### src/rtl/mpu_uart_pkg.sv
// Shared types, constants and helpers for the MPU hex UART transmitter.
package mpu_uart_pkg;

    // Transmitter FSM states. PARITY is only visited when MPU_UART_PARITY_EN is defined.
    typedef enum logic [2:0] {
        IDLE,
        START,
        DATA,
        PARITY,
        STOP
    } uart_state_t;

    localparam logic [7:0] ASCII_0 = 8'h30;
    localparam logic [7:0] ASCII_A = 8'h41;

    // Map a nibble to its uppercase ASCII hex character.
    function automatic logic [7:0] nibble_to_hex(input logic [3:0] nib);
        logic [7:0] wide;
        wide = {4'h0, nib};
        if (nib < 4'd10) begin
            return ASCII_0 + wide;
        end
        return ASCII_A + (wide - 8'd10);
    endfunction

endpackage

### src/rtl/mpu_hex_uart_tx_fifo.sv
// mpu_nibble_fifo: synchronous FIFO with extra-bit pointers and first-word fall-through read.
// A push while full is accepted only when a pop happens on the same edge.
module mpu_nibble_fifo #(
    parameter int unsigned WIDTH = 4,
    parameter int unsigned DEPTH = 8
) (
    input  logic                       clk,
    input  logic                       reset_n,
    input  logic                       push,
    input  logic [WIDTH-1:0]           wdata,
    input  logic                       pop,
    output logic [WIDTH-1:0]           rdata,
    output logic                       full,
    output logic                       empty,
    output logic                       drop,
    output logic [$clog2(DEPTH):0]     count,
    output logic [$clog2(DEPTH):0]     count_next
);

    localparam int unsigned AddrW = $clog2(DEPTH);
    localparam int unsigned PtrW  = AddrW + 1;

    logic [WIDTH-1:0] mem [DEPTH];
    logic [PtrW-1:0]  wptr_q, wptr_d;
    logic [PtrW-1:0]  rptr_q, rptr_d;
    logic [PtrW-1:0]  count_q;
    logic             full_q;
    logic             push_ok;
    logic             pop_ok;

    // Accept/drop decisions and next pointer values.
    always_comb begin
        pop_ok  = pop && (count_q != '0);
        push_ok = push && (!full_q || pop_ok);
        drop    = push && full_q && !pop_ok;
        wptr_d  = wptr_q + {{AddrW{1'b0}}, push_ok};
        rptr_d  = rptr_q + {{AddrW{1'b0}}, pop_ok};
        count_next = wptr_d - rptr_d;
    end

    // Pointers and registered occupancy flags.
    always_ff @(posedge clk) begin
        if (!reset_n) begin
            wptr_q  <= '0;
            rptr_q  <= '0;
            count_q <= '0;
            full_q  <= 1'b0;
        end else begin
            wptr_q  <= wptr_d;
            rptr_q  <= rptr_d;
            count_q <= count_next;
            full_q  <= (count_next == PtrW'(DEPTH));
        end
    end

    // Storage needs no reset; stale entries are unreachable once pointers clear.
    always_ff @(posedge clk) begin
        if (push_ok) begin
            mem[wptr_q[AddrW-1:0]] <= wdata;
        end
    end

    assign rdata = mem[rptr_q[AddrW-1:0]];
    assign full  = full_q;
    assign empty = (count_q == '0);
    assign count = count_q;

endmodule

### src/rtl/mpu_hex_uart_tx.sv
// mpu_hex_uart_tx: buffers MPU output-register writes and sends each as an ASCII hex
// character in a UART frame. Define MPU_UART_PARITY_EN to add an even-parity bit (8E1).
module mpu_hex_uart_tx
    import mpu_uart_pkg::*;
#(
    parameter int unsigned CLKS_PER_BIT = 16,
    parameter int unsigned FIFO_DEPTH   = 8
) (
    input  logic                          clk,
    input  logic                          reset_n,
    input  logic [3:0]                    o_reg,
    input  logic                          o_reg_we,
    output logic                          tx,
    output logic                          busy,
    output logic                          fifo_full,
    output logic [$clog2(FIFO_DEPTH):0]   fifo_count,
    output logic                          overflow
);

    localparam int unsigned CntW = (CLKS_PER_BIT > 2) ? $clog2(CLKS_PER_BIT) : 1;
    localparam logic [CntW-1:0] BaudLast = CntW'(CLKS_PER_BIT - 1);

    uart_state_t                 state_q;
    logic [CntW-1:0]             baud_q;
    logic [2:0]                  bit_q;
    logic [7:0]                  shreg_q;
    logic                        tx_q;
    logic                        busy_q;
    logic                        overflow_q;
`ifdef MPU_UART_PARITY_EN
    logic                        parity_q;
`endif

    logic                        fifo_pop;
    logic [3:0]                  fifo_rdata;
    logic                        fifo_empty;
    logic                        fifo_drop;
    logic [$clog2(FIFO_DEPTH):0] fifo_count_next;
    logic [7:0]                  hex_byte;
    logic                        baud_end;
    logic                        idle_next;
    logic                        busy_d;

    mpu_nibble_fifo #(
        .WIDTH (4),
        .DEPTH (FIFO_DEPTH)
    ) u_fifo (
        .clk        (clk),
        .reset_n    (reset_n),
        .push       (o_reg_we),
        .wdata      (o_reg),
        .pop        (fifo_pop),
        .rdata      (fifo_rdata),
        .full       (fifo_full),
        .empty      (fifo_empty),
        .drop       (fifo_drop),
        .count      (fifo_count),
        .count_next (fifo_count_next)
    );

    // Pop decision, byte encoding and next-cycle busy, all from current registered state.
    always_comb begin
        fifo_pop  = (state_q == IDLE) && !fifo_empty;
        hex_byte  = nibble_to_hex(fifo_rdata);
        baud_end  = (baud_q == BaudLast);
        idle_next = ((state_q == IDLE) && fifo_empty) || ((state_q == STOP) && baud_end);
        busy_d    = !idle_next || (fifo_count_next != '0);
    end

    // Transmit FSM with baud counter, bit counter, shift register and registered outputs.
    always_ff @(posedge clk) begin
        if (!reset_n) begin
            state_q    <= IDLE;
            baud_q     <= '0;
            bit_q      <= '0;
            shreg_q    <= '0;
            tx_q       <= 1'b1;
            busy_q     <= 1'b0;
            overflow_q <= 1'b0;
`ifdef MPU_UART_PARITY_EN
            parity_q   <= 1'b0;
`endif
        end else begin
            busy_q <= busy_d;
            if (fifo_drop) begin
                overflow_q <= 1'b1;
            end
            case (state_q)
                IDLE: begin
                    // Same edge as the FIFO pop; the start bit begins immediately.
                    if (!fifo_empty) begin
                        shreg_q  <= hex_byte;
`ifdef MPU_UART_PARITY_EN
                        parity_q <= ^hex_byte;
`endif
                        tx_q     <= 1'b0;
                        baud_q   <= '0;
                        state_q  <= START;
                    end
                end
                START: begin
                    if (baud_end) begin
                        baud_q  <= '0;
                        bit_q   <= '0;
                        tx_q    <= shreg_q[0];
                        shreg_q <= shreg_q >> 1;
                        state_q <= DATA;
                    end else begin
                        baud_q <= baud_q + CntW'(1);
                    end
                end
                DATA: begin
                    if (baud_end) begin
                        baud_q <= '0;
                        if (bit_q == 3'd7) begin
`ifdef MPU_UART_PARITY_EN
                            tx_q    <= parity_q;
                            state_q <= PARITY;
`else
                            tx_q    <= 1'b1;
                            state_q <= STOP;
`endif
                        end else begin
                            bit_q   <= bit_q + 3'd1;
                            tx_q    <= shreg_q[0];
                            shreg_q <= shreg_q >> 1;
                        end
                    end else begin
                        baud_q <= baud_q + CntW'(1);
                    end
                end
`ifdef MPU_UART_PARITY_EN
                PARITY: begin
                    if (baud_end) begin
                        baud_q  <= '0;
                        tx_q    <= 1'b1;
                        state_q <= STOP;
                    end else begin
                        baud_q <= baud_q + CntW'(1);
                    end
                end
`endif
                STOP: begin
                    if (baud_end) begin
                        baud_q  <= '0;
                        state_q <= IDLE;
                    end else begin
                        baud_q <= baud_q + CntW'(1);
                    end
                end
                default: begin
                    tx_q    <= 1'b1;
                    baud_q  <= '0;
                    state_q <= IDLE;
                end
            endcase
        end
    end

    assign tx       = tx_q;
    assign busy     = busy_q;
    assign overflow = overflow_q;

endmodule

### config.mk
export PLATFORM = sky130hd
export DESIGN_NAME = mpu_hex_uart_tx
export DESIGN_NICKNAME = d
export VERILOG_FILES = /design/src/rtl/mpu_uart_pkg.sv /design/src/rtl/mpu_hex_uart_tx_fifo.sv /design/src/rtl/mpu_hex_uart_tx.sv
export SDC_FILE = /design/constraint.sdc
export NUM_CORES = 1
export LEC_CHECK = 0
export ABC_AREA = 1
export CORE_UTILIZATION = 39
export DETAILED_ROUTE_END_ITERATION = 6
export PLACE_DENSITY = 0.6
export SLEW_MARGIN = 5
export SYNTH_ARGS = -nofsm -noshare
export SYNTH_HDL_FRONTEND = slang
export SYNTH_SLANG_ARGS = --single-unit
export TNS_END_PERCENT = 10
### constraint.sdc
create_clock -name clk -period 7.35 [get_ports clk]
set_input_delay 0.735 -clock clk [delete_from_list [all_inputs] [get_ports clk]]
set_output_delay 0.735 -clock clk [all_outputs]
set_load 0.1 [all_outputs]
layers.png
The bar under the picture is 20 um long.
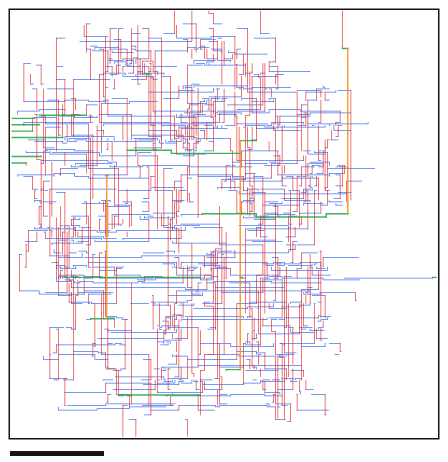
color	layer	wire length
green	M3	164 um
blue	M1	3,010 um
orange	M4	115 um
red	M2	2,620 um
Vias: 2,252
drt wl/cell: 12.6 um

port_trees.png
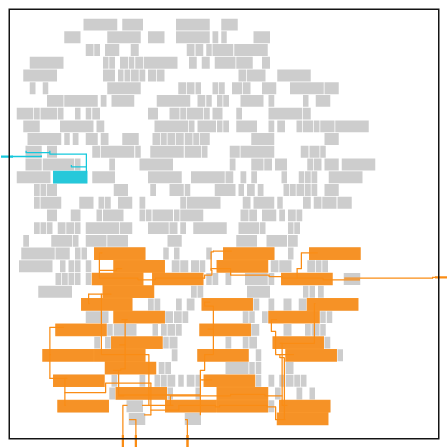
color	port	direction	edge	end cells	buffers	wire
orange	`o_reg`	input	3 bottom, 1 right	32	4	421 um
cyan	`fifo_full`	output	left	1	1	27.9 um
port bufs: 14
Ports: 15

placed.png
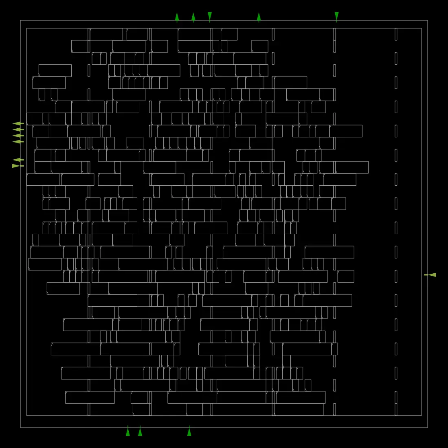
Well-Tap Cells: 102
number of fill cells in the layout: 744
Seq/total area: 0.462
core area: 7730 sq um
flop count: 65

pinout.png
Pins as bars across the die edge, other pins in gray.
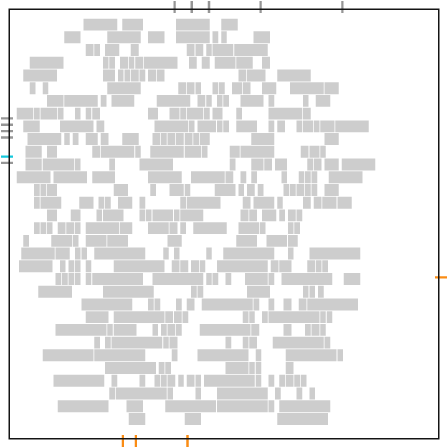
color	port	pins	direction	edge
cyan	`fifo_full`	1	output	left
orange	`o_reg`	4	input	3 bottom, 1 right
all pins by edge	6 left, 5 top, 3 bottom, 1 right
die height: 91.5 um
Die Span X: 91.5 um

clock_wires.png
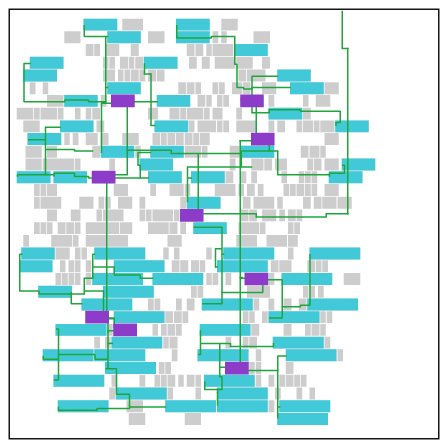
[cyan] flip-flops | count: 65
[green] clock wires | length: 840 um
[purple] clock-net drivers | count: 9
routed clock nets	10

==> sequential cells by signal, summed over array words and instances, names as in the netlist <==
signal,flops
state_q,3
u_fifo.mem,32
u_fifo.rptr_q,4
u_fifo.full,1
u_fifo.count,4
shreg_q,7
bit_q,3
busy,1
overflow,1
tx,1
u_fifo.wptr_q,4
baud_q,4
==> power by group <==
part	switching, mW	internal, mW	leakage [nW]
clock network	0.131	0.131	0.0834
logic	0.445	0.217	0.842
registers	0.0458	0.438	0.561
==> cell usage in the layout (no fill, tap or decap), types with 13 or more instances in the layout <==
cell type | synthesis | layout
nand3_1 | 24 | 24
dfxtp_1 | 33 | 33
a21oi_1 | 15 | 15
edfxtp_1 | 32 | 32
clkdlybuf4s50_1 | 0 | 14
o21ai_0 | 13 | 13
nor2_1 | 34 | 34
inv_1 | 46 | 46
nand2_1 | 71 | 71
ha_1 | 14 | 14
==> cell families (layout without fill, tap and decap cells) <==
| logic type | after synthesis | count (layout) | synth area share |
|---|---|---|---|
| adders and majority gates | 15 | 15 | 0.0625 |
| DFF | 65 | 65 | 0.519 |
| xor gates and xnor gates | 8 | 8 | 0.0224 |
| AOI/OAI and AO/OA | 52 | 52 | 0.108 |
| buffers and inverters | 60 | 81 | 0.0789 |
| and+or+nand+nor | 148 | 148 | 0.209 |
==> critical path, cell delays in order (launching register included) <==
cell and delay (ps):
dfxtp_1 370, inv_1 90, nor3_2 230, inv_2 110, nand2_4 120, inv_4 60, nand2_2 90, nand2_2 80
nand3_2 130, a21boi_4 80, ha_1 200, ha_1 190, or2_2 300, nand2_1 70, ha_1 260, nand2_1 80
nor2_1 40, a211oi_1 220, xor2_1 190, nand2_1 110, nor2_1 120
==> results.sh <==
# yosys + openroad results
export IMPL_run_status="completed"
export IMPL_top_area_frac=0.307
export IMPL_cts_made_buffers=9
export IMPL_area_delta_synth_final_pct=12.2
export IMPL_setup_worst_path_end="u_fifo.full$_SDFF_PN0_"
export IMPL_grt_max_degree=19
export IMPL_drc=0
export IMPL_fmax_mhz=311
export IMPL_cp_required_ps=7620
export IMPL_drv_slew=0
export IMPL_inverters=51
export IMPL_syn_area_per_cell_sq_um=8.98
export IMPL_worstSetupEndpointType="flip-flop"
export IMPL_hold_end="bit_q[1]$_SDFFE_PN0P_"
export IMPL_fp_nets=370
export IMPL_cts_tree="yes"
export IMPL_root_buffer="clkbuf_8"
export IMPL_rr_endpoint="u_fifo.full$_SDFF_PN0_"
export IMPL_finalCriticalPeriod_ps=3210
export IMPL_logic_area_sq_um=1260
export IMPL_diodes=0
export IMPL_p_leak_nw=1.49
export IMPL_dp_slack_ps=4160
export IMPL_path_class="reg -> reg"
export IMPL_grt_setup_unrepaired="no"
export IMPL_synthDistinctLibCells=39
export IMPL_dr_wl_met2_um=2620
export IMPL_fin_cells=471
export IMPL_insertion_delay_ps=340
export IMPL_synth_chip_area_sq_um=3130
export IMPL_use_met1=0.213
export IMPL_syn_area_sq_um=3130
export IMPL_vdd_drop_max_uv=333
export IMPL_min_path_cells=2
export IMPL_ant_nets=0
export IMPL_buf_share=0.0400
export IMPL_design_area_sq_um=3510
export IMPL_largest_area_cell="edfxtp_1"
export IMPL_fp_util=0.404
export IMPL_utilization=0.454
export IMPL_placed_area_sq_um=3340
export IMPL_flop_area_sq_um=1620
export IMPL_yosysWarnings=0
export IMPL_routed_wl_um=5910
export IMPL_comb_area_frac=0.359
export IMPL_synthTopCellsByArea="edfxtp_1 (31%), dfxtp_1 (21%), nand2_1 (8.5%)"
export IMPL_synthFlopType="dfxtp_1"
export IMPL_fin_crit_sh=0.437
export IMPL_grt_pass1_vias=2237
export IMPL_synth_flops=65
export IMPL_dp_final_hpwl_um=4240
export IMPL_tightest_slew_ps=1000
export IMPL_cp_max_fo=8
export IMPL_setup_viol=0
export IMPL_busiest_layer="met2"
export IMPL_cts_sinks=65
export IMPL_clk_share=0.0474
export IMPL_warning_count=27
export IMPL_fin_skew_ps=7.97
export IMPL_top_layer_used="met4"
export IMPL_synthArstFlopShare=0
export IMPL_route_layer_met1_wl_um=3010
export IMPL_routed_via_density=4.78
export IMPL_buffers=14
export IMPL_largest_cell_class="flip-flops and latches"
export IMPL_grt_util_met3=0.0310
export IMPL_top_cells_by_count="nand2_1 (71), inv_1 (46), nor2_1 (34)"
export IMPL_ys_seq_share=0.519
export IMPL_arrival_ps=3480
export IMPL_top_cell="nand2_1"
export IMPL_post_cts_resized=0
export IMPL_antenna_found_initial=0
export IMPL_n_clock_buffer=13
export IMPL_rr_worst_depth=20
export IMPL_drive_gt1_frac=0.117
export IMPL_crit_path_start_kind="flip-flop"
export IMPL_whs_ps=482
export IMPL_hp_class="reg -> reg"
export IMPL_grtUsageMet2=0.246
export IMPL_grt_overflow=0
export IMPL_edf_count=32
export IMPL_final_setup_tns_ps=0
export IMPL_wl_met3_um=163
export IMPL_ys_cells=348
export IMPL_maxSlewHeadroom=0.329
export IMPL_htreeDepth=3
export IMPL_gp_congestion=0.804
export IMPL_rows=32
export IMPL_min_from="bit_q[1]$_SDFFE_PN0P_"
export IMPL_startpoint="state_q[1]$_SDFFE_PN0P_"
export IMPL_firstDrtPassIters=4
export IMPL_finalPower_mw=1.41
export IMPL_finalWorstSetupSlack_ps=4140
export IMPL_r2r_slack_ps=4140
export IMPL_post_cts_buffers=0
export IMPL_grt_pass1_wl_um=10300
export IMPL_drt_initial_drc_count=65
export IMPL_multi_input_comb_cells=223
export IMPL_placedCellCount=455
export IMPL_nets=386
export IMPL_power_density_nw_per_um2=401
export IMPL_cts_clk_slew_worst_paths_ps=70
export IMPL_grtUsageTotal=0.160
export IMPL_netlist_instances=348
export IMPL_rr_startpoint="state_q[1]$_SDFFE_PN0P_"
export IMPL_die_area_sq_um=8380
export IMPL_cap_violations=0
export IMPL_cts_hold_buf=0
export IMPL_final_hold_violation_count=0
export IMPL_clockBufferDepth=2
No activity file was given, so power comes from the tool's default toggle rates.
